===== config.mk =====
export PLATFORM = sky130hd
export DESIGN_NAME = writeback_stage_flat
export DESIGN_NICKNAME = d
export VERILOG_FILES = /design/src/rtl/writeback_stage_if.sv /design/src/rtl/writeback_stage.sv /design/src/flat_wrapper.sv
export SDC_FILE = /design/constraint.sdc
export NUM_CORES = 1
export LEC_CHECK = 0
export CAP_MARGIN = 0
export CORE_MARGIN = 1.5
export CORE_UTILIZATION = 45
export CTS_CLUSTER_DIAMETER = 100
export CTS_CLUSTER_SIZE = 8
export DETAILED_ROUTE_END_ITERATION = 10
export GPL_ROUTABILITY_DRIVEN = 0
export PLACE_DENSITY = 0.75
export SLEW_MARGIN = 10
export SYNTH_ARGS = -nofsm -noshare
export SYNTH_HDL_FRONTEND = slang
export SYNTH_SLANG_ARGS = --single-unit

===== constraint.sdc =====
create_clock -name clk -period 2.4 [get_ports clk]
set_input_delay 0.48 -clock clk [delete_from_list [all_inputs] [get_ports clk]]
set_output_delay 0.48 -clock clk [all_outputs]
set_load 0.01 [all_outputs]

===== src/rtl/writeback_stage_if.sv =====
`default_nettype none
// ============================================================================
// Module   : writeback_stage_if
// Brief    : MEM/WB inputs, late-result handshake and register-file write port.
// Revision : 1.0 - initial release
// ============================================================================
interface writeback_stage_if #(
  parameter int XLEN = 32
);
  logic            StallW;
  logic            FlushW;
  logic            RegWriteM;
  logic [1:0]      ResultSrcM;
  logic [4:0]      RdM;
  logic [2:0]      Funct3M;
  logic [XLEN-1:0] ALUResultM;
  logic [XLEN-1:0] ReadDataM;
  logic [XLEN-1:0] PCPlus4M;
  logic            lr_valid;
  logic [4:0]      lr_rd;
  logic [XLEN-1:0] lr_data;
  logic            lr_ready;
  logic            bubble_req;
  logic            RegWriteW;
  logic [4:0]      RdW;
  logic [XLEN-1:0] ResultW;

  modport master (
    output StallW, FlushW, RegWriteM, ResultSrcM, RdM, Funct3M,
           ALUResultM, ReadDataM, PCPlus4M, lr_valid, lr_rd, lr_data,
    input  lr_ready, bubble_req, RegWriteW, RdW, ResultW
  );

  modport slave (
    input  StallW, FlushW, RegWriteM, ResultSrcM, RdM, Funct3M,
           ALUResultM, ReadDataM, PCPlus4M, lr_valid, lr_rd, lr_data,
    output lr_ready, bubble_req, RegWriteW, RdW, ResultW
  );
endinterface
`default_nettype wire


===== src/rtl/writeback_stage.sv =====
`default_nettype none
// ============================================================================
// Module   : writeback_stage
// Brief    : MEM/WB register, load extension and write-port arbitration
//            between pipeline results and a 1-entry late-result buffer.
// Revision : 1.0 - initial release
// ============================================================================
module writeback_stage #(
  parameter int XLEN         = 32,
  parameter int STARVE_LIMIT = 4,
  parameter int CNT_W        = 3
) (
  input  logic              clk,
  input  logic              rst,
  writeback_stage_if.slave  wb
);

  localparam logic [CNT_W-1:0] c_limit = CNT_W'(STARVE_LIMIT);

  logic            r_reg_write;
  logic [1:0]      r_result_src;
  logic [4:0]      r_rd;
  logic [2:0]      r_funct3;
  logic [XLEN-1:0] r_alu;
  logic [XLEN-1:0] r_rdata;
  logic [XLEN-1:0] r_pc4;

  logic            r_buf_valid;
  logic [4:0]      r_buf_rd;
  logic [XLEN-1:0] r_buf_data;
  logic [CNT_W-1:0] r_cnt;

  logic [7:0]      w_byte;
  logic [15:0]     w_half;
  logic [XLEN-1:0] w_load;
  logic [XLEN-1:0] w_pipe_data;
  logic            w_pipe_cand;
  logic            w_drain;
  logic            w_waw;
  logic            w_we;
  logic [4:0]      w_rd;
  logic [XLEN-1:0] w_res;

  always_ff @(posedge clk) begin
    if (rst) begin
      r_reg_write  <= 1'b0;
      r_result_src <= 2'b00;
      r_rd         <= 5'd0;
      r_funct3     <= 3'd0;
      r_alu        <= '0;
      r_rdata      <= '0;
      r_pc4        <= '0;
    end else if (wb.FlushW) begin
      r_reg_write  <= 1'b0;
    end else if (!wb.StallW) begin
      r_reg_write  <= wb.RegWriteM;
      r_result_src <= wb.ResultSrcM;
      r_rd         <= wb.RdM;
      r_funct3     <= wb.Funct3M;
      r_alu        <= wb.ALUResultM;
      r_rdata      <= wb.ReadDataM;
      r_pc4        <= wb.PCPlus4M;
    end
  end

  assign w_byte = r_rdata[{r_alu[1:0], 3'b000} +: 8];
  assign w_half = r_alu[1] ? r_rdata[31:16] : r_rdata[15:0];

  always_comb begin
    w_load = r_rdata;
    case (r_funct3)
      3'b000:  w_load = {{(XLEN-8){w_byte[7]}}, w_byte};
      3'b100:  w_load = {{(XLEN-8){1'b0}}, w_byte};
      3'b001:  w_load = {{(XLEN-16){w_half[15]}}, w_half};
      3'b101:  w_load = {{(XLEN-16){1'b0}}, w_half};
      default: w_load = r_rdata;
    endcase
  end

  always_comb begin
    w_pipe_data = r_alu;
    case (r_result_src)
      2'b01:   w_pipe_data = w_load;
      2'b10:   w_pipe_data = r_pc4;
      default: w_pipe_data = r_alu;
    endcase
  end

  // Pipeline writes win the port; the buffer only drains into empty slots.
  assign w_pipe_cand = r_reg_write && (r_rd != 5'd0);
  assign w_drain     = r_buf_valid && !w_pipe_cand;
  assign w_waw       = r_buf_valid && w_pipe_cand && (r_rd == r_buf_rd);

  always_comb begin
    w_we  = 1'b0;
    w_rd  = 5'd0;
    w_res = '0;
    if (!rst) begin
      if (w_pipe_cand) begin
        w_we  = 1'b1;
        w_rd  = r_rd;
        w_res = w_pipe_data;
      end else if (r_buf_valid) begin
        w_we  = 1'b1;
        w_rd  = r_buf_rd;
        w_res = r_buf_data;
      end
    end
  end

  // Accept only while empty, so a drain cycle can never also accept.
  always_ff @(posedge clk) begin
    if (rst) begin
      r_buf_valid <= 1'b0;
      r_buf_rd    <= 5'd0;
      r_buf_data  <= '0;
      r_cnt       <= '0;
    end else if (r_buf_valid) begin
      if (w_drain || w_waw) begin
        r_buf_valid <= 1'b0;
        r_cnt       <= '0;
      end else if (r_cnt != c_limit) begin
        r_cnt <= r_cnt + CNT_W'(1);
      end
    end else if (wb.lr_valid && (wb.lr_rd != 5'd0)) begin
      r_buf_valid <= 1'b1;
      r_buf_rd    <= wb.lr_rd;
      r_buf_data  <= wb.lr_data;
      r_cnt       <= '0;
    end
  end

  assign wb.lr_ready   = !rst && !r_buf_valid;
  assign wb.bubble_req = !rst && r_buf_valid && (r_cnt == c_limit);
  assign wb.RegWriteW  = w_we;
  assign wb.RdW        = w_rd;
  assign wb.ResultW    = w_res;

endmodule
`default_nettype wire


===== src/flat_wrapper.sv =====
// flat-port wrapper written by rule: the top's interface ports become plain ports
module writeback_stage_flat 
#(
  parameter int XLEN         = 32,
  parameter int STARVE_LIMIT = 4,
  parameter int CNT_W        = 3
)
  (clk, rst, wb_StallW, wb_FlushW, wb_RegWriteM, wb_ResultSrcM, wb_RdM, wb_Funct3M, wb_ALUResultM, wb_ReadDataM, wb_PCPlus4M, wb_lr_valid, wb_lr_rd, wb_lr_data, wb_lr_ready, wb_bubble_req, wb_RegWriteW, wb_RdW, wb_ResultW);
  writeback_stage_if #(.XLEN(XLEN)) wb_i ();
  input  logic clk;
  input  logic rst;
  input wire logic [$bits(wb_i.StallW)-1:0] wb_StallW;
  input wire logic [$bits(wb_i.FlushW)-1:0] wb_FlushW;
  input wire logic [$bits(wb_i.RegWriteM)-1:0] wb_RegWriteM;
  input wire logic [$bits(wb_i.ResultSrcM)-1:0] wb_ResultSrcM;
  input wire logic [$bits(wb_i.RdM)-1:0] wb_RdM;
  input wire logic [$bits(wb_i.Funct3M)-1:0] wb_Funct3M;
  input wire logic [$bits(wb_i.ALUResultM)-1:0] wb_ALUResultM;
  input wire logic [$bits(wb_i.ReadDataM)-1:0] wb_ReadDataM;
  input wire logic [$bits(wb_i.PCPlus4M)-1:0] wb_PCPlus4M;
  input wire logic [$bits(wb_i.lr_valid)-1:0] wb_lr_valid;
  input wire logic [$bits(wb_i.lr_rd)-1:0] wb_lr_rd;
  input wire logic [$bits(wb_i.lr_data)-1:0] wb_lr_data;
  output wire logic [$bits(wb_i.lr_ready)-1:0] wb_lr_ready;
  output wire logic [$bits(wb_i.bubble_req)-1:0] wb_bubble_req;
  output wire logic [$bits(wb_i.RegWriteW)-1:0] wb_RegWriteW;
  output wire logic [$bits(wb_i.RdW)-1:0] wb_RdW;
  output wire logic [$bits(wb_i.ResultW)-1:0] wb_ResultW;
  assign wb_i.StallW = wb_StallW;
  assign wb_i.FlushW = wb_FlushW;
  assign wb_i.RegWriteM = wb_RegWriteM;
  assign wb_i.ResultSrcM = wb_ResultSrcM;
  assign wb_i.RdM = wb_RdM;
  assign wb_i.Funct3M = wb_Funct3M;
  assign wb_i.ALUResultM = wb_ALUResultM;
  assign wb_i.ReadDataM = wb_ReadDataM;
  assign wb_i.PCPlus4M = wb_PCPlus4M;
  assign wb_i.lr_valid = wb_lr_valid;
  assign wb_i.lr_rd = wb_lr_rd;
  assign wb_i.lr_data = wb_lr_data;
  assign wb_lr_ready = wb_i.lr_ready;
  assign wb_bubble_req = wb_i.bubble_req;
  assign wb_RegWriteW = wb_i.RegWriteW;
  assign wb_RdW = wb_i.RdW;
  assign wb_ResultW = wb_i.ResultW;
  writeback_stage #(.XLEN(XLEN), .STARVE_LIMIT(STARVE_LIMIT), .CNT_W(CNT_W)) u_core (.clk(clk), .rst(rst), .wb(wb_i));
endmodule

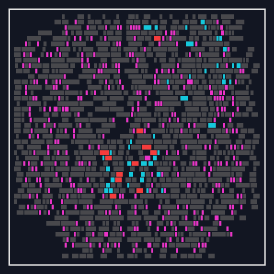
**Above:** logic cells by family.
Scale: 2 px per um.
cyan -> NOR gates  # cells 42
red -> multiplexers  # cells 11, where center
magenta -> NAND gates  # cells 330, where spread over the die

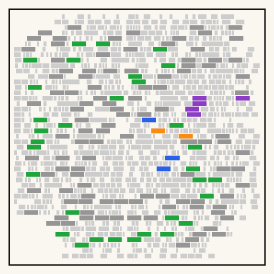
**Above:** sequential cells grouped by signal name.
Scale: 2 px per um. Other sequential cells in the stronger gray, the rest of the logic in the fainter gray.
orange -> u_core.r_result_src  # sequential cells 2
blue -> u_core.r_funct3  # sequential cells 3
purple -> u_core.r_rd  # sequential cells 5
green -> u_core.r_pc4  # sequential cells 32, where spread over the die

==> impl_results.html <==
<!-- implementation run metrics -->
<table>
<tr><th>Metric</th><th>Value</th></tr>
<tr><th colspan="2">Finish</th></tr>
<tr><td>Share of final layout cell area taken by non-clock buffers</td><td>25.8%</td></tr>
<tr><td>Most frequently placed logic cells in the final layout</td><td>317 x sky130_fd_sc_hd__nand2_1, 149 x sky130_fd_sc_hd__a21oi_1, 148 x sky130_fd_sc_hd__clkdlybuf4s50_1</td></tr>
<tr><td>Seq. cell area</td><td>2970 um2</td></tr>
<tr><td>Final-stage net count</td><td>1309</td></tr>
<tr><td>Clock buffer instance count of the final layout</td><td>18</td></tr>
<tr><td>Count of sequential standard cells</td><td>148</td></tr>
<tr><td>Share of cell area taken by multi-input logic gates</td><td>37.1%</td></tr>
<tr><td>Total of fill cells in the finished design</td><td>1276</td></tr>
<tr><td>Most instantiated logic cell after routing</td><td>sky130_fd_sc_hd__nand2_1</td></tr>
<tr><td>Diode insertion count for antenna repair</td><td>1</td></tr>
<tr><td>Fraction of layout cells with a size suffix above 1</td><td>20.5%</td></tr>
<tr><td>Area added between synthesis and finish</td><td>48.6%</td></tr>
<tr><th colspan="2">Timing</th></tr>
<tr><td>Post-layout min period</td><td>2890 ps</td></tr>
<tr><td>Final hold slack</td><td>326 ps</td></tr>
<tr><td>Share of the cycle needed by the critical path after routing</td><td>120%</td></tr>
<tr><td>Fmax</td><td>346 MHz</td></tr>
<tr><td>Total setup violations reported at the end of the flow</td><td>38</td></tr>
<tr><td>Worst Setup Slack, final</td><td>-489 ps</td></tr>
<tr><td>Max_slew headroom</td><td>60.0%</td></tr>
<tr><td>Count of final hold-check violations</td><td>0</td></tr>
<tr><th colspan="2">Power and ir drop</th></tr>
<tr><td>P_int</td><td>4.64 mW</td></tr>
<tr><td>Peak supply drop</td><td>561 uV</td></tr>
<tr><td>Combinational-cell power consumption</td><td>1.01 mW</td></tr>
<tr><td>Total power consumption of the routed design</td><td>6.31 mW</td></tr>
<tr><td>Power per cell area</td><td>613 nW/um2</td></tr>
<tr><td>Proportion of power drawn by flip-flops and latches</td><td>42.4%</td></tr>
<tr><td>Switching component of the power</td><td>1.66 mW</td></tr>
<tr><th colspan="2">Clock network</th></tr>
<tr><td>Clock Latency Late Sink</td><td>430 ps</td></tr>
<tr><td>Clock tree root driver cell</td><td>sky130_fd_sc_hd__clkbuf_16</td></tr>
<tr><td>CTS Buffer Depth</td><td>2</td></tr>
<tr><td>Clock transition at path regs</td><td>60 ps</td></tr>
<tr><th colspan="2">Setup path</th></tr>
<tr><td>CP cell instances</td><td>or4_4 &gt; o21ai_4 &gt; and2_4 &gt; buf_16 &gt; a222oi_1 &gt; a221oi_2 &gt; buf_2</td></tr>
<tr><td>Critical path depth</td><td>7</td></tr>
<tr><td>Top delay family on crit path</td><td>simple AND/OR/NAND/NOR gates</td></tr>
<tr><td>Internal reg-to-reg setup slack</td><td>460 ps</td></tr>
<tr><td>Endpoint required time on the critical path</td><td>1920 ps</td></tr>
<tr><td>Critical path launch point type</td><td>flop</td></tr>
<tr><td>CP peak stage delay</td><td>550 ps</td></tr>
<tr><td>Signal arrival time at the worst endpoint</td><td>2410 ps</td></tr>
<tr><td>Worst r2r dst</td><td>u_core.r_cnt[0]$_SDFFE_PP0P_</td></tr>
<tr><th colspan="2">Logic synthesis</th></tr>
<tr><td>Yosys warning count</td><td>0</td></tr>
<tr><td>Synth top area cells</td><td>sky130_fd_sc_hd__dfxtp_1 43%, sky130_fd_sc_hd__nand2_1 17%, sky130_fd_sc_hd__a21oi_1 11%</td></tr>
<tr><td>Largest type area fraction</td><td>42.8%</td></tr>
<tr><td>Post-synthesis cell count from yosys</td><td>926</td></tr>
<tr><td>AO/OA Area Share</td><td>26.6%</td></tr>
<tr><td>Commonest cells post-synth</td><td>322 x sky130_fd_sc_hd__nand2_1, 152 x sky130_fd_sc_hd__a21oi_1, 148 x sky130_fd_sc_hd__dfxtp_1</td></tr>
<tr><td>Average cell area after synthesis</td><td>7.48 um2</td></tr>
<tr><td>Share of synthesized registers carrying an async set or reset</td><td>0%</td></tr>
<tr><td>Share of the yosys chip area belonging to registers</td><td>42.8%</td></tr>
<tr><td>Cells after synthesis</td><td>926</td></tr>
<tr><td>Largest combinational cell category by area</td><td>AND-OR/OR-AND gates</td></tr>
<tr><td>Multiplexer share of the synthesized area</td><td>1.59%</td></tr>
<tr><th colspan="2">Run</th></tr>
<tr><td>Stage-log warning count</td><td>30</td></tr>
<tr><th colspan="2">Routing</th></tr>
<tr><td>DR vias/cell</td><td>5.63</td></tr>
<tr><td>Routed metal-1 wirelength</td><td>10300 um</td></tr>
<tr><td>Routed met3 length</td><td>1780 um</td></tr>
<tr><td>Routed Antenna Nets</td><td>0</td></tr>
<tr><td>Wire length per cell after detailed routing</td><td>17.7 um</td></tr>
<tr><td>Top routing layer used</td><td>met4</td></tr>
<tr><td>DRC marker count from the first detailed-route iteration</td><td>813</td></tr>
<tr><td>Post-route DRC</td><td>0</td></tr>
<tr><td>Total number of vias</td><td>7646</td></tr>
<tr><td>Detailed-router iteration count before antenna repair</td><td>6</td></tr>
<tr><th colspan="2">Min path</th></tr>
<tr><td>Number of cells traversed by the worst hold path</td><td>3</td></tr>
<tr><td>End of the worst hold path</td><td>u_core.r_buf_rd[1]$_SDFFE_PP0P_</td></tr>
<tr><th colspan="2">Floorplanning</th></tr>
<tr><td>Floorplan Utilization</td><td>45.9%</td></tr>
<tr><td>Row Count</td><td>45</td></tr>
<tr><td>Area of the placeable core</td><td>15100 um2</td></tr>
<tr><td>Overall die area</td><td>16100 um2</td></tr>
<tr><th colspan="2">Global routing</th></tr>
<tr><td>Met2 usage in global routing</td><td>48.1%</td></tr>
<tr><td>Number of antenna violations at the first check in global routing</td><td>1</td></tr>
<tr><th colspan="2">Placement</th></tr>
<tr><td>Detail Placement HPWL</td><td>16400 um</td></tr>
<tr><td>Pre-CTS worst setup slack</td><td>-446 ps</td></tr>
<tr><th colspan="2">Status</th></tr>
<tr><td>Violations in the final reports</td><td>setup timing</td></tr>
<tr><td>Status</td><td>finished, violations left</td></tr>
</table>
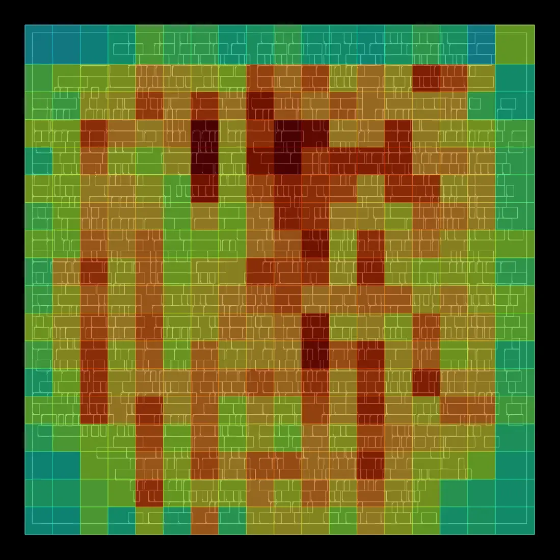
**Above:** routing congestion.
layer carrying the most global-route usage: met2
Total Routing Usage GR: 30.1%
met1 track demand over resource: 39.6%

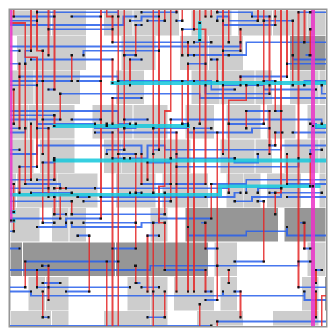
**Above:** layout detail.
Window x 51 to 76, y 26 to 51 um. Cells in gray, sequential cells in the stronger gray; small squares are vias.
blue -> met1
red -> met2
cyan -> met3
magenta -> met4
netlist names of flops here include = u_core.r_rdata (3)
cells with their middle in the window = 56
sequential cells in the window = 3
most frequent = buf_4 (12), nand2_1 (10)

Power is estimated from default activity; no workload was simulated.
